==> src/rtl/lut_neuron_scheduler_if.sv <==
// Handshake and configuration bundle for lut_neuron_scheduler.
// The master drives vectors, config writes and out_ready; the slave is the scheduler.
interface lut_neuron_scheduler_if #(
    parameter int IN_WIDTH    = 16,
    parameter int FAN_IN      = 8,
    parameter int NUM_NEURONS = 8,
    parameter int IDX_W       = 4,
    parameter int NID_W       = 3
);
    localparam int SLOT_W = $clog2(FAN_IN);

    logic                   in_valid;
    logic                   in_ready;
    logic [IN_WIDTH-1:0]    in_vec;
    logic                   out_valid;
    logic                   out_ready;
    logic [NUM_NEURONS-1:0] out_vec;
    logic                   busy;

    logic                   tbl_we;
    logic [NID_W-1:0]       tbl_neuron;
    logic [FAN_IN-1:0]      tbl_addr;
    logic                   tbl_bit;

    logic                   conn_we;
    logic [NID_W-1:0]       conn_neuron;
    logic [SLOT_W-1:0]      conn_slot;
    logic [IDX_W-1:0]       conn_idx;

    modport master (
        output in_valid, in_vec, out_ready,
        output tbl_we, tbl_neuron, tbl_addr, tbl_bit,
        output conn_we, conn_neuron, conn_slot, conn_idx,
        input  in_ready, out_valid, out_vec, busy
    );

    modport slave (
        input  in_valid, in_vec, out_ready,
        input  tbl_we, tbl_neuron, tbl_addr, tbl_bit,
        input  conn_we, conn_neuron, conn_slot, conn_idx,
        output in_ready, out_valid, out_vec, busy
    );
endinterface

==> src/rtl/lut_neuron_scheduler.sv <==
// Time-multiplexed LUT neuron layer: one shared truth-table store and input
// crossbar evaluate NUM_NEURONS neurons, one per cycle, over a captured vector.
module lut_neuron_scheduler #(
    parameter int IN_WIDTH    = 16,
    parameter int FAN_IN      = 8,
    parameter int NUM_NEURONS = 8,
    parameter int IDX_W       = 4,
    parameter int NID_W       = 3
) (
    input logic                   clk,
    input logic                   rst,
    lut_neuron_scheduler_if.slave bus
);
    localparam int DEPTH = 2 ** FAN_IN;
    localparam int EXT_W = 2 ** IDX_W;
    localparam logic [NID_W-1:0] LAST = NID_W'(NUM_NEURONS - 1);

    typedef enum logic [1:0] {
        S_IDLE,
        S_EVAL,
        S_DONE
    } state_t;

    state_t                 state_q, state_d;
    logic [NID_W-1:0]       cnt_q, cnt_d;
    logic [IN_WIDTH-1:0]    vec_q, vec_d;
    logic [NUM_NEURONS-1:0] out_vec_q, out_vec_d;

    logic [DEPTH-1:0]       tbl_q  [NUM_NEURONS];
    logic [IDX_W-1:0]       conn_q [NUM_NEURONS][FAN_IN];

    logic [EXT_W-1:0]       vec_ext;
    logic [FAN_IN-1:0]      addr;
    logic                   cfg_en;
    logic                   tbl_hit;
    logic                   conn_hit;
    logic                   in_ready;
    logic                   out_valid;
    logic                   busy;

    // Zero-padding the vector to the full index range makes any index at or
    // beyond IN_WIDTH read as 0 without a separate range comparison.
    always_comb begin
        vec_ext = EXT_W'(vec_q);
        addr    = '0;
        for (int k = 0; k < FAN_IN; k++) begin
            addr[k] = vec_ext[conn_q[cnt_q][k]];
        end
    end

    always_comb begin
        state_d   = state_q;
        cnt_d     = cnt_q;
        vec_d     = vec_q;
        out_vec_d = out_vec_q;
        in_ready  = 1'b0;
        out_valid = 1'b0;
        busy      = 1'b0;
        unique case (state_q)
            S_IDLE: begin
                in_ready = 1'b1;
                if (bus.in_valid) begin
                    vec_d   = bus.in_vec;
                    cnt_d   = '0;
                    state_d = S_EVAL;
                end
            end
            S_EVAL: begin
                busy             = 1'b1;
                out_vec_d[cnt_q] = tbl_q[cnt_q][addr];
                if (cnt_q == LAST) begin
                    cnt_d   = '0;
                    state_d = S_DONE;
                end else begin
                    cnt_d = cnt_q + 1'b1;
                end
            end
            S_DONE: begin
                busy      = 1'b1;
                out_valid = 1'b1;
                if (bus.out_ready) begin
                    state_d = S_IDLE;
                end
            end
            default: begin
                state_d = S_IDLE;
            end
        endcase
    end

    always_ff @(posedge clk) begin
        if (rst) begin
            state_q   <= S_IDLE;
            cnt_q     <= '0;
            out_vec_q <= '0;
        end else begin
            state_q   <= state_d;
            cnt_q     <= cnt_d;
            out_vec_q <= out_vec_d;
        end
    end

    always_ff @(posedge clk) begin
        vec_q <= vec_d;
    end

    // Config writes land only while idle; writes in other states are dropped.
    assign cfg_en   = (state_q == S_IDLE);
    assign tbl_hit  = cfg_en && bus.tbl_we  && (32'(bus.tbl_neuron)  < NUM_NEURONS);
    assign conn_hit = cfg_en && bus.conn_we && (32'(bus.conn_neuron) < NUM_NEURONS);

    always_ff @(posedge clk) begin
        if (tbl_hit) begin
            tbl_q[bus.tbl_neuron][bus.tbl_addr] <= bus.tbl_bit;
        end
        if (conn_hit) begin
            conn_q[bus.conn_neuron][bus.conn_slot] <= bus.conn_idx;
        end
    end

    assign bus.in_ready  = in_ready;
    assign bus.out_valid = out_valid;
    assign bus.busy      = busy;
    assign bus.out_vec   = out_vec_q;
endmodule

==> src/flat_wrapper.sv <==
// flat-port wrapper written by rule: the top's interface ports become plain ports
module lut_neuron_scheduler_flat 
#(
    parameter int IN_WIDTH    = 16,
    parameter int FAN_IN      = 8,
    parameter int NUM_NEURONS = 8,
    parameter int IDX_W       = 4,
    parameter int NID_W       = 3
)
  (clk, rst, bus_in_valid, bus_in_vec, bus_out_ready, bus_tbl_we, bus_tbl_neuron, bus_tbl_addr, bus_tbl_bit, bus_conn_we, bus_conn_neuron, bus_conn_slot, bus_conn_idx, bus_in_ready, bus_out_valid, bus_out_vec, bus_busy);
  lut_neuron_scheduler_if #(.IN_WIDTH(IN_WIDTH), .FAN_IN(FAN_IN), .NUM_NEURONS(NUM_NEURONS), .IDX_W(IDX_W), .NID_W(NID_W)) bus_i ();
  input logic clk;
  input logic rst;
  input wire logic [$bits(bus_i.in_valid)-1:0] bus_in_valid;
  input wire logic [$bits(bus_i.in_vec)-1:0] bus_in_vec;
  input wire logic [$bits(bus_i.out_ready)-1:0] bus_out_ready;
  input wire logic [$bits(bus_i.tbl_we)-1:0] bus_tbl_we;
  input wire logic [$bits(bus_i.tbl_neuron)-1:0] bus_tbl_neuron;
  input wire logic [$bits(bus_i.tbl_addr)-1:0] bus_tbl_addr;
  input wire logic [$bits(bus_i.tbl_bit)-1:0] bus_tbl_bit;
  input wire logic [$bits(bus_i.conn_we)-1:0] bus_conn_we;
  input wire logic [$bits(bus_i.conn_neuron)-1:0] bus_conn_neuron;
  input wire logic [$bits(bus_i.conn_slot)-1:0] bus_conn_slot;
  input wire logic [$bits(bus_i.conn_idx)-1:0] bus_conn_idx;
  output wire logic [$bits(bus_i.in_ready)-1:0] bus_in_ready;
  output wire logic [$bits(bus_i.out_valid)-1:0] bus_out_valid;
  output wire logic [$bits(bus_i.out_vec)-1:0] bus_out_vec;
  output wire logic [$bits(bus_i.busy)-1:0] bus_busy;
  assign bus_i.in_valid = bus_in_valid;
  assign bus_i.in_vec = bus_in_vec;
  assign bus_i.out_ready = bus_out_ready;
  assign bus_i.tbl_we = bus_tbl_we;
  assign bus_i.tbl_neuron = bus_tbl_neuron;
  assign bus_i.tbl_addr = bus_tbl_addr;
  assign bus_i.tbl_bit = bus_tbl_bit;
  assign bus_i.conn_we = bus_conn_we;
  assign bus_i.conn_neuron = bus_conn_neuron;
  assign bus_i.conn_slot = bus_conn_slot;
  assign bus_i.conn_idx = bus_conn_idx;
  assign bus_in_ready = bus_i.in_ready;
  assign bus_out_valid = bus_i.out_valid;
  assign bus_out_vec = bus_i.out_vec;
  assign bus_busy = bus_i.busy;
  lut_neuron_scheduler #(.IN_WIDTH(IN_WIDTH), .FAN_IN(FAN_IN), .NUM_NEURONS(NUM_NEURONS), .IDX_W(IDX_W), .NID_W(NID_W)) u_core (.clk(clk), .rst(rst), .bus(bus_i));
endmodule
==> config.mk <==
export PLATFORM = sky130hd
export DESIGN_NAME = lut_neuron_scheduler_flat
export DESIGN_NICKNAME = d
export VERILOG_FILES = /design/src/rtl/lut_neuron_scheduler_if.sv /design/src/rtl/lut_neuron_scheduler.sv /design/src/flat_wrapper.sv
export SDC_FILE = /design/constraint.sdc
export NUM_CORES = 2
export LEC_CHECK = 0
export CAP_MARGIN = 20
export CORE_MARGIN = 2
export CORE_UTILIZATION = 40
export DETAILED_ROUTE_END_ITERATION = 16
export PLACE_DENSITY_LB_ADDON = 0.1
export REMOVE_ABC_BUFFERS = 1
export SLEW_MARGIN = 10
export SYNTH_ARGS = -nofsm -noshare
export SYNTH_HDL_FRONTEND = slang
export SYNTH_SLANG_ARGS = --single-unit
==> constraint.sdc <==
create_clock -name clk -period 4 [get_ports clk]
set_clock_uncertainty 0.05 [all_clocks]
set_input_delay 0.8 -clock clk [delete_from_list [all_inputs] [get_ports clk]]
set_output_delay 0.8 -clock clk [all_outputs]
set_load 0.05 [all_outputs]
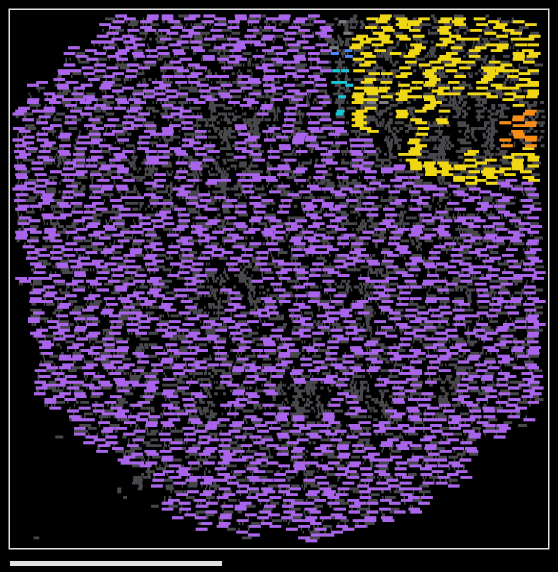
ff_map.png
Bar = 200 um.
colour	signal	flops
orange	u_core.vec_ext	16
blue	u_core.cnt_q	3
yellow	u_core.conn_q	256
cyan	u_core.bus.out_vec	8
purple	u_core.tbl_q	2048
not coloured	5
fin util: 47.0%
sequential portion of the cell area: 59.2%

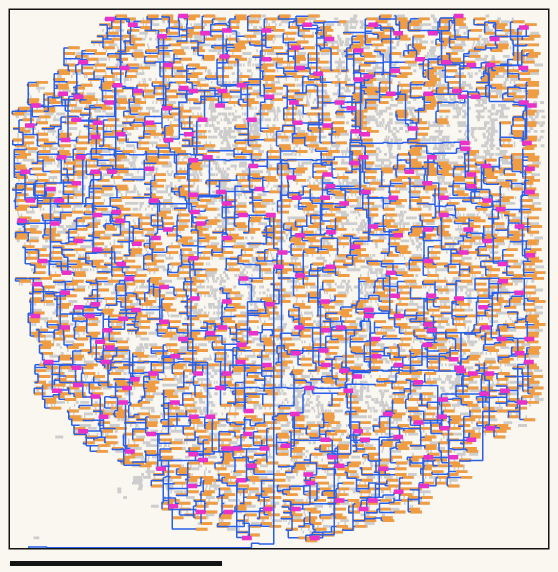
clock_wires.png
Bar = 200 um.
[magenta] clock-net drivers | count: 281
[orange] flip-flops | count: 2336
[blue] clock wires | length: 30.4 mm
routed clock nets	282

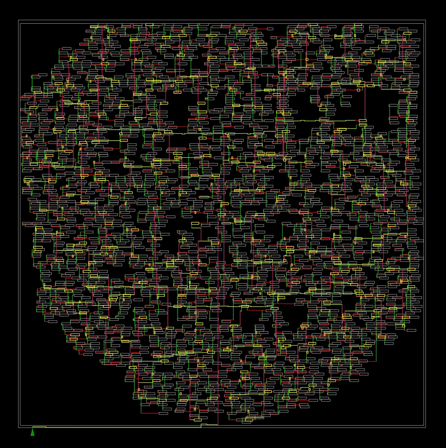
clock_nets.png
number of buffers created by CTS: 281
clk sinks: 2336

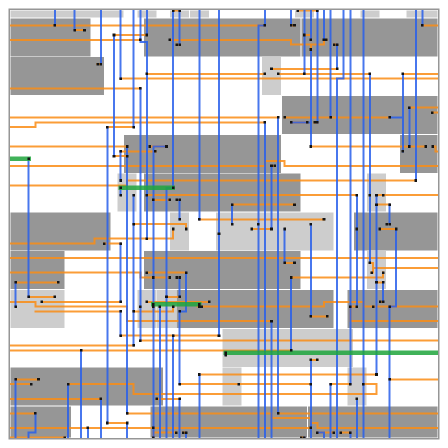
closeup.png
Region (366, 112) to (396, 142) um. Cells in grey, sequential cells in the stronger grey; small squares are vias.
colour	layer
blue	M2
green	M3
orange	M1
sequential cells in the window	15
netlist names of flops here include	u_core.tbl_q (15)
cells with their middle in the window	26
most frequent	edfxtp_1 (15), nor2_1 (7)

==> flow_summary.ini <==
; generated from flow reports
[outcome]
status = complete, but fails checks
violations = setup timing

[final_timing]
hold_viol = 0
hold_slack_ps = 410
finalCritPeriodShare_pct = 116
slew_headroom_pct = 33.8
layout_min_cycle_time_ps = 4660
setup_slack_ps = -657
setup_viol = 8

[grt]
grtUsageMet2_pct = 37.2
use_met3_pct = 3.14
grt_pass1_wl_mm = 433
grt_pass1_vias = 61167
grt_max_degree = 148
antenna_found_initial = 12
grt-ovfl-total = 0

[synthesis]
avgSynthCellArea_um2 = 14.8
synth_seq_share_pct = 69.0
synth-seq-cells = 2336
yosys-stat-cells = 6835
yosysTopAreaCell = edfxtp_1
syn_area_um2 = 101000

[clock_tree]
cts_tree = done

[power]
p_leak_uw = 0.0359

[routing]
dr_wl_met2_mm = 143
num_vias = 60767
drc = 0

[critical_path]
cp_max_fo = 8
crit_chain = buf_8, mux4_2, or3_4, o31ai_4, a22oi_2, nand4_1, buf_4, and2_4, buf_12, buf_12, nand2_4, nand3_2, nand3_2, a211o_1, o211ai_1, a211oi_4, o311a_4, o41ai_4
crit_path_end_kind = register
worstSetupPathType = reg2reg

[floorplanning]
row_count = 184
coreArea_um2 = 252000

[cells_and_area]
design_area_um2 = 118000
fill_cells = 22123
layout_top_cell = edfxtp_1

[worst_hold_path]
hp-start = bus_conn_idx[2]

[place]
gp_congestion = 0.836

[run]
warning_count = 60
max-cap-violations = 0
==> cell families (layout without fill, tap and decap cells) <==
logic type	after synthesis	in the layout	share of synthesized area [%]
simple gates	2972	2972	11.5
flops	2336	2336	69.0
mux	796	796	15.3
buf+inv	502	1031	2.39
compound gates	224	224	1.76
fa+ha+maj	5	5	0.0617
other cells	0	5	0
==> path summary, 6_finish.rpt <==
path	slack, ps	cells past startpoint	end
setup / recovery	-660	18	u_core.bus.out_vec[7]
hold / removal	410	1	u_core.conn_q[1][14]
setup reg to reg	-660	18	u_core.bus.out_vec[7]
hold reg to reg	430	2	u_core.state_q[0]
==> critical path, delay by kind of cell (launching register included) <==
| family | cells | cell delay, ps |
|---|---|---|
| and+or+nand+nor | 6 | 1180 |
| AOI/OAI and AO/OA | 7 | 1770 |
| DFF | 1 | 400 |
| muxes | 1 | 510 |
| buffers and inverters | 4 | 620 |
==> power by group <==
part | switching, uW | internal (uW)
Combinational | 3810 | 2600
Sequential | 51.8 | 26900
Clock | 9810 | 14400
Total | 13700 | 43900
==> layout make-up <==
cell class	instances	area, um^2	area share [%]
flip-flops and latches	2336	70000	59.2
inverters	8	36.3	0.0307
multi-input cells	3997	29700	25.1
well taps	3348	4190	3.54
repair buffers	551	5880	4.97
diodes	5	12.5	0.0106
clock buffers	339	7400	6.25
clock inverters	133	1140	0.964
==> flip-flops by register name (all words and copies together) (netlist names), named ones only <==
name / count
u_core.bus.out_vec: 8
u_core.cnt_q: 3
u_core.tbl_q: 2048
u_core.vec_ext: 16
u_core.conn_q: 256
u_core.state_q: 2
==> timing repair <==
action / CTS / global route
setup buffers: 26 / 5
pin swaps: 36 / 9
cloned: 4 / 1
gates resized: 114 / 24
endpoints found under the setup margin: 8 / 8
Power is estimated from default activity; no workload was simulated.
